Fig. 1: run 1, cells colored by class
Scale: 3 px per µm.
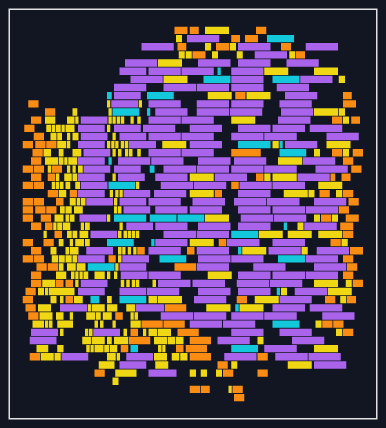
Fig. 2: run 1, cell outlines without signal wires
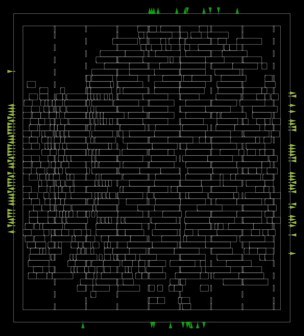
Fig. 3: run 1, sequential cells colored by netlist name
Scale: 3 px per µm. Other sequential cells in the stronger gray, the rest of the logic in the fainter gray.
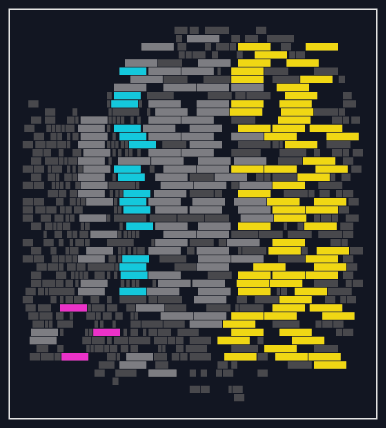
===== src/rtl/fetch_queue.sv =====
// Instruction fetch front end: owns the fetch PC, issues to a 1-cycle instruction memory,
// buffers returned words in a prefetch FIFO and handles branch redirects and the HALT drain.
module fetch_queue #(
  parameter int          DEPTH    = 4,
  parameter logic [15:0] RESET_PC = 16'h0000,
  parameter logic [15:0] PC_STEP  = 16'd2
) (
  input  logic        CLOCK,
  input  logic        CLEAR,
  output logic        imem_req,
  output logic [15:0] imem_addr,
  input  logic [15:0] imem_rdata,
  input  logic        redirect,
  input  logic [15:0] redirect_pc,
  input  logic        halt,
  input  logic        stall,
  output logic [15:0] inst_out,
  output logic [15:0] inst_pc,
  output logic        inst_valid,
  output logic        halted,
  output logic [1:0]  state_dbg
);

  localparam int AW = $clog2(DEPTH);
  localparam int CW = AW + 1;

  typedef enum logic [1:0] {
    FETCH  = 2'd0,
    DRAIN  = 2'd1,
    HALTED = 2'd2
  } state_t;

  state_t         state;
  logic [15:0]    fetch_pc;
  logic           inflight;
  logic [15:0]    inflight_pc;
  logic [AW-1:0]  wr_ptr;
  logic [AW-1:0]  rd_ptr;
  logic [CW-1:0]  count;
  logic [CW-1:0]  count_next;
  logic [CW-1:0]  occupancy;
  logic [15:0]    data_mem [DEPTH];
  logic [15:0]    pc_mem   [DEPTH];

  logic redirect_en;
  logic issue;
  logic push;
  logic pop;

  // Handshake: the head entry is offered while inst_valid=1 and is consumed at the
  // rising edge where stall=0; a redirect in that cycle discards it instead.
  assign redirect_en = redirect && (state != HALTED);
  assign occupancy   = count + CW'(inflight);
  assign issue       = !CLEAR && (state == FETCH) && !redirect && !halt &&
                       (occupancy < CW'(DEPTH));
  assign push        = inflight && !redirect_en;
  assign inst_valid  = (count != '0);
  assign pop         = inst_valid && !stall && !redirect_en;

  assign imem_req  = issue;
  assign imem_addr = fetch_pc;
  assign inst_out  = inst_valid ? data_mem[rd_ptr] : 16'h0000;
  assign inst_pc   = inst_valid ? pc_mem[rd_ptr]   : 16'h0000;
  assign halted    = (state == HALTED);
  assign state_dbg = state;

  always_comb begin
    count_next = count;
    if (redirect_en)
      count_next = '0;
    else if (push && !pop)
      count_next = count + CW'(1);
    else if (pop && !push)
      count_next = count - CW'(1);
  end

  always_ff @(posedge CLOCK or posedge CLEAR) begin
    if (CLEAR) begin
      state       <= FETCH;
      fetch_pc    <= RESET_PC;
      inflight    <= 1'b0;
      inflight_pc <= 16'h0000;
      wr_ptr      <= '0;
      rd_ptr      <= '0;
      count       <= '0;
    end else begin
      count    <= count_next;
      inflight <= issue;
      if (issue)
        inflight_pc <= fetch_pc;

      if (redirect_en)
        fetch_pc <= redirect_pc;
      else if (issue)
        fetch_pc <= fetch_pc + PC_STEP;

      if (redirect_en) begin
        wr_ptr <= '0;
        rd_ptr <= '0;
      end else begin
        if (push)
          wr_ptr <= wr_ptr + AW'(1);
        if (pop)
          rd_ptr <= rd_ptr + AW'(1);
      end

      // DRAIN ends on the edge that retires the last queued word.
      case (state)
        FETCH:   if (halt) state <= DRAIN;
        DRAIN:   if (count_next == '0 && !issue) state <= HALTED;
        HALTED:  state <= HALTED;
        default: state <= FETCH;
      endcase
    end
  end

  // Payload storage needs no reset: it is only observed while count is nonzero.
  always_ff @(posedge CLOCK) begin
    if (push) begin
      data_mem[wr_ptr] <= imem_rdata;
      pc_mem[wr_ptr]   <= inflight_pc;
    end
  end

endmodule


===== config.mk =====
export PLATFORM = sky130hd
export DESIGN_NAME = fetch_queue
export DESIGN_NICKNAME = d
export VERILOG_FILES = /design/src/rtl/fetch_queue.sv
export SDC_FILE = /design/constraint.sdc
export NUM_CORES = 1
export LEC_CHECK = 0
export CORE_AREA = 4 4 118 132
export DETAILED_ROUTE_END_ITERATION = 16
export DIE_AREA = 0 0 122 136
export PLACE_DENSITY = 0.75
export SKIP_LAST_GASP = 1
export SYNTH_ARGS = -nofsm -noshare
export SYNTH_HDL_FRONTEND = slang
export SYNTH_SLANG_ARGS = --single-unit

===== constraint.sdc =====
create_clock -name CLOCK -period 2.4 [get_ports CLOCK]
set_input_delay 0.24 -clock CLOCK [delete_from_list [all_inputs] [get_ports CLOCK]]
set_output_delay 0.24 -clock CLOCK [all_outputs]
set_load 0.01 [all_outputs]

==> GITHUB_STEP_SUMMARY, run 1 <==
## Synthesis and layout report

| Metric | Value |
|---|---|
| Status | `completed` |
| Tool warnings | `36` |
| Htree depth | `4` |
| Slew at the pin closest to its max-slew limit | `~0.61 ns` |
| Chip area | `16,600 µm²` |
| Total routing usage reported by global routing | `0.183` |
| Ranking of synthesized cells by area | `edfxtp_1 55%, dfrtp_1 15%, mux4_2 10%` |
| Register area share after synthesis | `0.699` |
| Wl on met1 | `5640 µm` |
| CTS tree | `yes` |
| Slew Limit Headroom | `0.591` |
| Share of cells above drive strength 1 | `0.177` |
| Synth Warn # | `0` |
| Floorplan Nets | `between 400 and 500` |
| CTS Buffer Depth | `2` |
| M2 GR Usage | `0.307` |
| Cell Type Count | `40` |
| GR Util met3 | `0.0499` |
| Sw Pwr | `around 3200 µW` |
| Mapped Cells | `~440` |
| Chip height | `between 100 and 150 µm` |
| FF-to-FF path depth | `9` |
Notes on Fig. 1 above:
Key: flip-flops = purple [cells 170, share of their area 56%]; clock drivers and dummy loads = cyan [cells 32, share of their area 6.2%]; all other logic = yellow [cells 252, share of their area 23%]; other buffers and delay cells = orange [cells 118, share of their area 14%]

Notes on Fig. 2 above:
Seq/total area: 0.546
flop count: 170
row count: 46

Notes on Fig. 3 above:
Key: `data_mem` = yellow [placed flops 64, where a column on the right]; `inflight_pc` = cyan [placed flops 16]; `count` = magenta [placed flops 3]
Another 87 sequential cells are not colored.

-- run 1: power groups by stage --
stage | Combinational [µW] | Clock (µW) | Sequential (µW)
6_report | 3680 | 2540 | 4190
3_5_place_dp | 3630 | 0 | 4220
4_1_cts | 3700 | 2570 | 4180
3_3_place_gp | 3570 | 0 | 4180
5_1_grt | 4020 | 2720 | 4260
2_1_floorplan | 1940 | 0 | 4100
-- run 1: registers in the layout, indices dropped and copies added, names as in the netlist --
register	flops
wr_ptr	2
state_dbg	2
count	3
data_mem	64
pc_mem	64
rd_ptr	2
inflight_pc	16
inflight	1
imem_addr	16
-- run 1: cells by family after synthesis --
kind of cell	Yosys count	share of synthesized area
simple gates	156	0.113
compound gates	24	0.0238
xor+xnor	14	0.0175
buf+inv	32	0.0186
fa+ha+maj	12	0.0214
mux	35	0.108
flops	170	0.699
-- run 1: layout make-up --
class,instances,share of cell area
Sequential cell,170,0.546
Multi-Input combinational cell,241,0.223
Timing Repair Buffer,118,0.139
Clock buffer,22,0.0495
Tap cell,192,0.0268
Clock inverter,10,0.0113
Inverter,11,0.00460
-- run 1: worst max-delay path: stages, from the launching register on --
cell and delay, ns:
dfrtp_2 0.41, buf_12 0.19, mux4_2 0.52, nor2b_1 0.15, clkdlybuf4s50_1 0.47
-- run 1: repair_timing --
| action | CTS | global route |
|---|---|---|
| pin swaps | 0 | 1 |
| gates resized | 13 | 14 |
| buffers inserted | 4 | 3 |
| endpoints found under the setup margin | 34 | 27 |
| cloned | 1 | 0 |
-- run 1: through the flow --
step                hold slack (ns)  setup TNS (ns)  power [µW]  setup WS [ns]
detailed placement            0.508               0        7850         0.0648
global placement              0.490               0        7750          0.177
CTS                           0.282           -1.04       10400        -0.0810
finish                        0.317               0       10400        0.00223
global route                  0.382           -1.03       11000        -0.0966
floorplan                     0.339               0        6040          0.246
--- run 2 (diff from run 1) ---
Settings changed: PLACE_DENSITY 0.75 to 0.72.
==> GITHUB_STEP_SUMMARY, run 2 <==
## Synthesis and layout report

| Metric | Value |
|---|---|
| Dpl ws | `0.0570 ns (-0.00780 ns)` |
| Hold_ws | `0.212 ns (-0.105 ns)` |
| Final setup violation count | `4` |
| Mux share | `0.108 (unchanged)` |
| Mapped Cells | `443 (unchanged)` |
| Comb area leader | `simple AND/OR/NAND/NOR gates` |
| DR WL/cell | `~19 µm` |
| Final WS setup | `-0.0474 ns (-0.0496 ns)` |
| CTS Buffer Depth | `2 (unchanged)` |
| Slew Limit Headroom | `0.621 (+0.0299)` |
| Failing checks | `negative setup slack` |
| Htree depth | `4 (unchanged)` |
| Synth Warn # | `0 (unchanged)` |
| Register area share after synthesis | `0.699 (unchanged)` |
| Chip area | `16,600 µm² (unchanged)` |
| Row count | `46 (unchanged)` |
| Setup tns final | `-0.108 ns (-0.108 ns)` |
| Overall power | `10,600 µW (+1.8%)` |
| Yosys simple share | `0.113 (unchanged)` |
| Largest registers | `data_mem (64), pc_mem (64)` |
| Floorplan Nets | `492 (unchanged)` |
| LEAKAGE | `0.00356 µW` |
| Ranking of synthesized cells by area | `edfxtp_1 55%, dfrtp_1 15%, mux4_2 10%` |
| Yosys adder share | `0.0214 (unchanged)` |
| Cell Type Count | `40 (unchanged)` |
| XORs/XNORs by Area | `0.0175 (unchanged)` |
| Total routing usage reported by global routing | `0.178 (-0.00520)` |
| AO/OA Area Share | `0.0238 (unchanged)` |
| Share of cells above drive strength 1 | `0.185 (+0.00855)` |
| Status | `complete, but fails checks` |
[run 2: cell counts after synthesis]
Identical to the previous run, type by type.
[run 2: path summary, 6_finish.rpt]
check / start / endpoint / cells after the start / slack (ns)
worst max-delay path: rd_ptr[0]$_DFFE_PP0P_ / inst_pc[1] / 5 / -0.05
min in group CLOCK: redirect_pc[0] / imem_addr[0]$_DFFE_PP0P_ / 3 / 0.36
worst min register to register: inflight_pc[3]$_DFFE_PP0P_ / pc_mem[1][3]$_DFFE_PP_ / 0 / 0.51
max in group asynchronous: CLEAR / rd_ptr[0]$_DFFE_PP0P_ / 3 / 1.66
worst max register to register: count[1]$_DFF_PP0_ / state_dbg[0]$_DFFE_PP0P_ / 9 / 0.14
worst min-delay path: CLEAR / state_dbg[1]$_DFFE_PP0P_ / 2 / 0.21
[run 2: layout make-up]
cell class	instances	area, µm²
clock inverters	11	105
repair buffers	125	1370
multi-input cells	241	1990
fillers	1015	5130
clock buffers	20	437
well taps	192	240
inverters	11	41.3
flip-flops and latches	170	4900
[run 2: worst max-delay path, stage by stage (launching register included)]
cell and delay [ns]:
dfrtp_2 0.41, buf_12 0.13, clkbuf_16 0.14, mux4_2 0.48, nor2b_1 0.15, clkdlybuf4s50_1 0.48
[run 2: what timing repair did]
item / in CTS / in global routing
pin swaps: 0 / 2
hold buffers: 0 / 0
endpoints found under the setup margin: 34 / 28
cloned: 0 / 3
resized: 14 / 23
setup buffers: 4 / 10
[run 2: report_power, final]
part | internal (µW) | switching [µW] | total (µW)
sequential | 3680 | 503 | 4180
clock | 1500 | 1020 | 2520
combinational | 2150 | 1740 | 3880
[run 2: layer usage]
metal  track usage  wire length [µm]
met1         0.234              6170
met2         0.299              7260
met3        0.0454               960
met4        0.0473               164
met5             0                 0
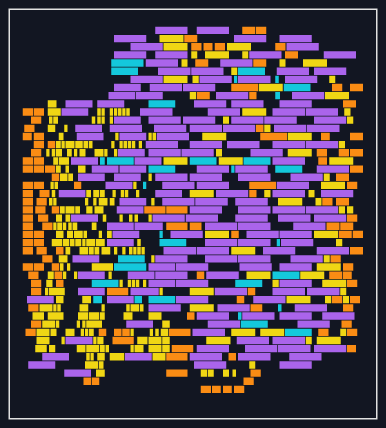
Fig. 4. Cells colored by class (run 2).
Scale: 3 px per µm.
Key: clock drivers and dummy loads = cyan [cells 31, share of their area 6.1%]; all other logic = yellow [cells 252, share of their area 23%]; flip-flops = purple [cells 170, share of their area 55%]; other buffers and delay cells = orange [cells 125, share of their area 15%]

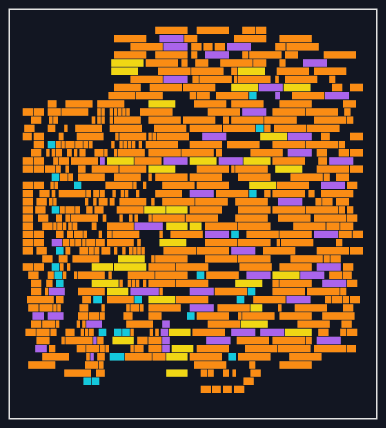
Fig. 5. Sizing map (run 2).
Scale: 3 px per µm.
Key: drive 2 = purple [cells 48, share 8.3%]; drive 6 and up = yellow [cells 34, share 5.9%]; drive 1 or less = orange [cells 471, share 81%]; drive 3 to 4 = cyan [cells 25, share 4.3%]

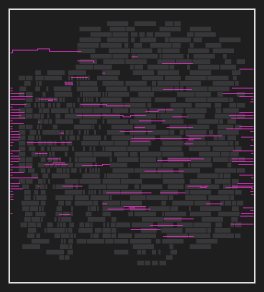
Fig. 6. Met3 routing (run 2).
Scale: 2 px per µm. Cells faint in the background.
The wires run mostly horizontal. The layer holds 6.6% of the routed length. The longest straight run is 34.5 µm. 104 nets have wire on it.

Fig. 7: run 2, sequential cells colored by netlist name
Scale: 3 px per µm. Other sequential cells in the stronger gray, the rest of the logic in the fainter gray.
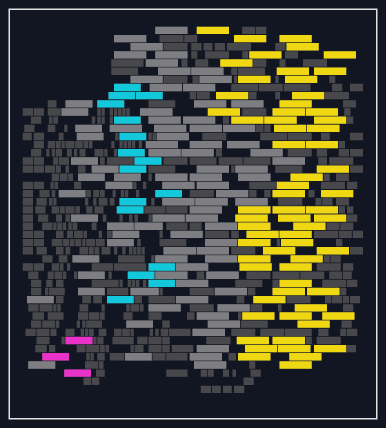

--- run 3 (diff from run 2) ---
Clock period 2.4 ns to 2 ns, I/O delays scaled along.
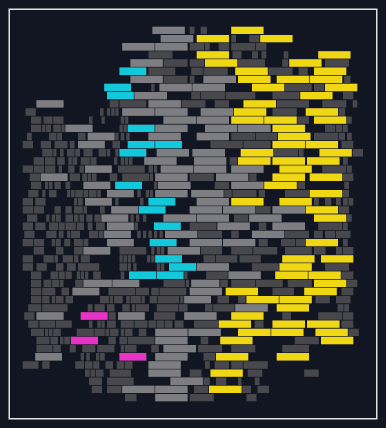
Fig. 8. Sequential cells colored by netlist name (run 3).
Scale: 3 px per µm. Other sequential cells in the stronger gray, the rest of the logic in the fainter gray.
Key: `count` = magenta [placed flops 3]; `data_mem` = yellow [placed flops 64]; `inflight_pc` = cyan [placed flops 16]

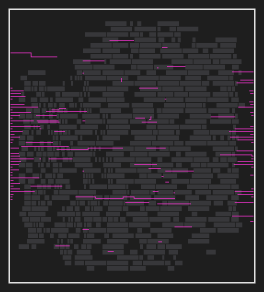
Fig. 9. Met3 routing (run 3).
Scale: 2 px per µm. Cells faint in the background.
97 nets have wire on it. The layer holds 5.1% of the routed length.

==> GITHUB_STEP_SUMMARY, run 3 <==
## Synthesis and layout report

| Metric | Value |
|---|---|
| Mapped Cells | `443 (unchanged)` |
| Grt met1 use | `0.241 (+0.00689)` |
| Setup tns final | `-2.25 ns (-2.14 ns)` |
| Final WS setup | `-0.140 ns (-0.0927 ns)` |
| Comb area leader | `simple AND/OR/NAND/NOR gates` |
| Worst r2r src | `count[0]$_DFF_PP0_` |
| AO/OA Area Share | `0.0238 (unchanged)` |
| Chip area | `16,600 µm² (unchanged)` |
| Status | `complete, but fails checks` |
| R2r setup slk | `-0.09 ns (-0.23 ns)` |
| Mux share | `0.108 (unchanged)` |
| Slew Limit Headroom | `0.645 (+0.0244)` |
| FF-to-FF path depth | `9 (unchanged)` |
| GR Util met3 | `0.0358 (-0.00957)` |
| Vias in the first global route | `about 4.4k` |
| Largest registers | `data_mem (64), pc_mem (64)` |
| Fin. max-slew vios | `0` |
| Ranking of synthesized cells by area | `edfxtp_1 55%, dfrtp_1 15%, mux4_2 10%` |
| GR peak layer | `met2` |
| DR WL/cell | `18.4 µm (-2.7%)` |
| Worst Setup SP | `rd_ptr[0]$_DFFE_PP0P_` |
| Yosys simple share | `0.113 (unchanged)` |
| Dpl ws | `-0.144 ns (-0.201 ns)` |
| Top Layer Used | `met4` |
| Metal3 WL | `750 µm (-22%)` |
| M2 GR Usage | `0.309 (+0.0104)` |
| Area growth syn-to-layout | `33.8%` |
| Share of cells above drive strength 1 | `0.331 (+0.145)` |
| Worst setup path end | `inst_out[2]` |
| Fin util | `0.659` |
| Failing checks | `negative setup slack` |
| Total routing usage reported by global routing | `0.185 (+0.00664)` |
| Final setup violation count | `30 (+26)` |
| Floorplan Nets | `492 (unchanged)` |
| Overall power | `13,600 µW (+28%)` |
| Hold_ws | `0.314 ns (+0.102 ns)` |
| Wl on met1 | `6310 µm (+2.4%)` |
| LEAKAGE | `0.00358 µW (+0.59%)` |
| R2R Path End | `state_dbg[0]$_DFFE_PP0P_` |
| Routed length on met2 | `7260 µm (about the same)` |
| XORs/XNORs by Area | `0.0175 (unchanged)` |
| Row count | `46 (unchanged)` |
| Htree depth | `4 (unchanged)` |
| Yosys adder share | `0.0214 (unchanged)` |
| Cell Type Count | `40 (unchanged)` |
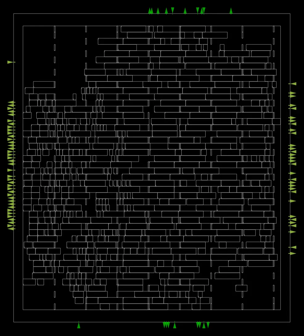
Fig. 10. Cell outlines without signal wires (run 3).
area of the core: 14,200 µm²
Tapcell Cnt: 192
fillers: 999

[run 3: worst min-delay path by stage]
stage                          startpoint                       end  slack, ns  cells after the start
3_3_place_gp   inflight_pc[9]$_DFFE_PP0P_    pc_mem[2][9]$_DFFE_PP_       0.49                      0
4_1_cts                    redirect_pc[0]  imem_addr[0]$_DFFE_PP0P_       0.30                      3
5_1_grt                    redirect_pc[0]  imem_addr[0]$_DFFE_PP0P_       0.32                      3
2_1_floorplan               imem_rdata[0]  data_mem[0][0]$_DFFE_PP_       0.30                      0
6_report                   redirect_pc[0]  imem_addr[0]$_DFFE_PP0P_       0.31                      3
3_5_place_dp   inflight_pc[7]$_DFFE_PP0P_    pc_mem[0][7]$_DFFE_PP_       0.51                      0
[run 3: timing repair]
item | in CTS | in global routing
endpoints found under the setup margin | 44 | 46
resized | 156 | 49
buffers inserted | 14 | 8
pin swaps | 2 | 5
hold buffers | 0 | 0
cloned | 2 | 0
[run 3: layout make-up]
cell class              instances  area, µm²  area share
flip-flops and latches        170       4900       0.522
inverters                      11       41.3     0.00441
clock buffers                  18        429      0.0458
multi-input cells             241       2160       0.231
clock inverters                14        148      0.0158
well taps                     192        240      0.0256
repair buffers                151       1450       0.155
[run 3: kinds of logic after synthesis]
kind of cell / Yosys count
AOI/OAI and AO/OA: 24
xor gates and xnor gates: 14
adders and majority gates: 12
buffers and inverters: 32
DFF: 170
muxes: 35
and+or+nand+nor: 156
[run 3: report_power, final]
part	internal (µW)	total (µW)	switching (µW)
Sequential	4410	4970	555
Clock	1840	3160	1320
Combinational	3030	5430	2400
Total	9280	13600	4270
[run 3: critical path, stage by stage, from the launching register on]
cell	delay, ns
dfrtp_2	0.41
buf_6	0.13
buf_12	0.12
buf_4	0.11
mux4_2	0.47
nor2b_1	0.14
buf_2	0.13
Power is estimated from default activity; no workload was simulated.
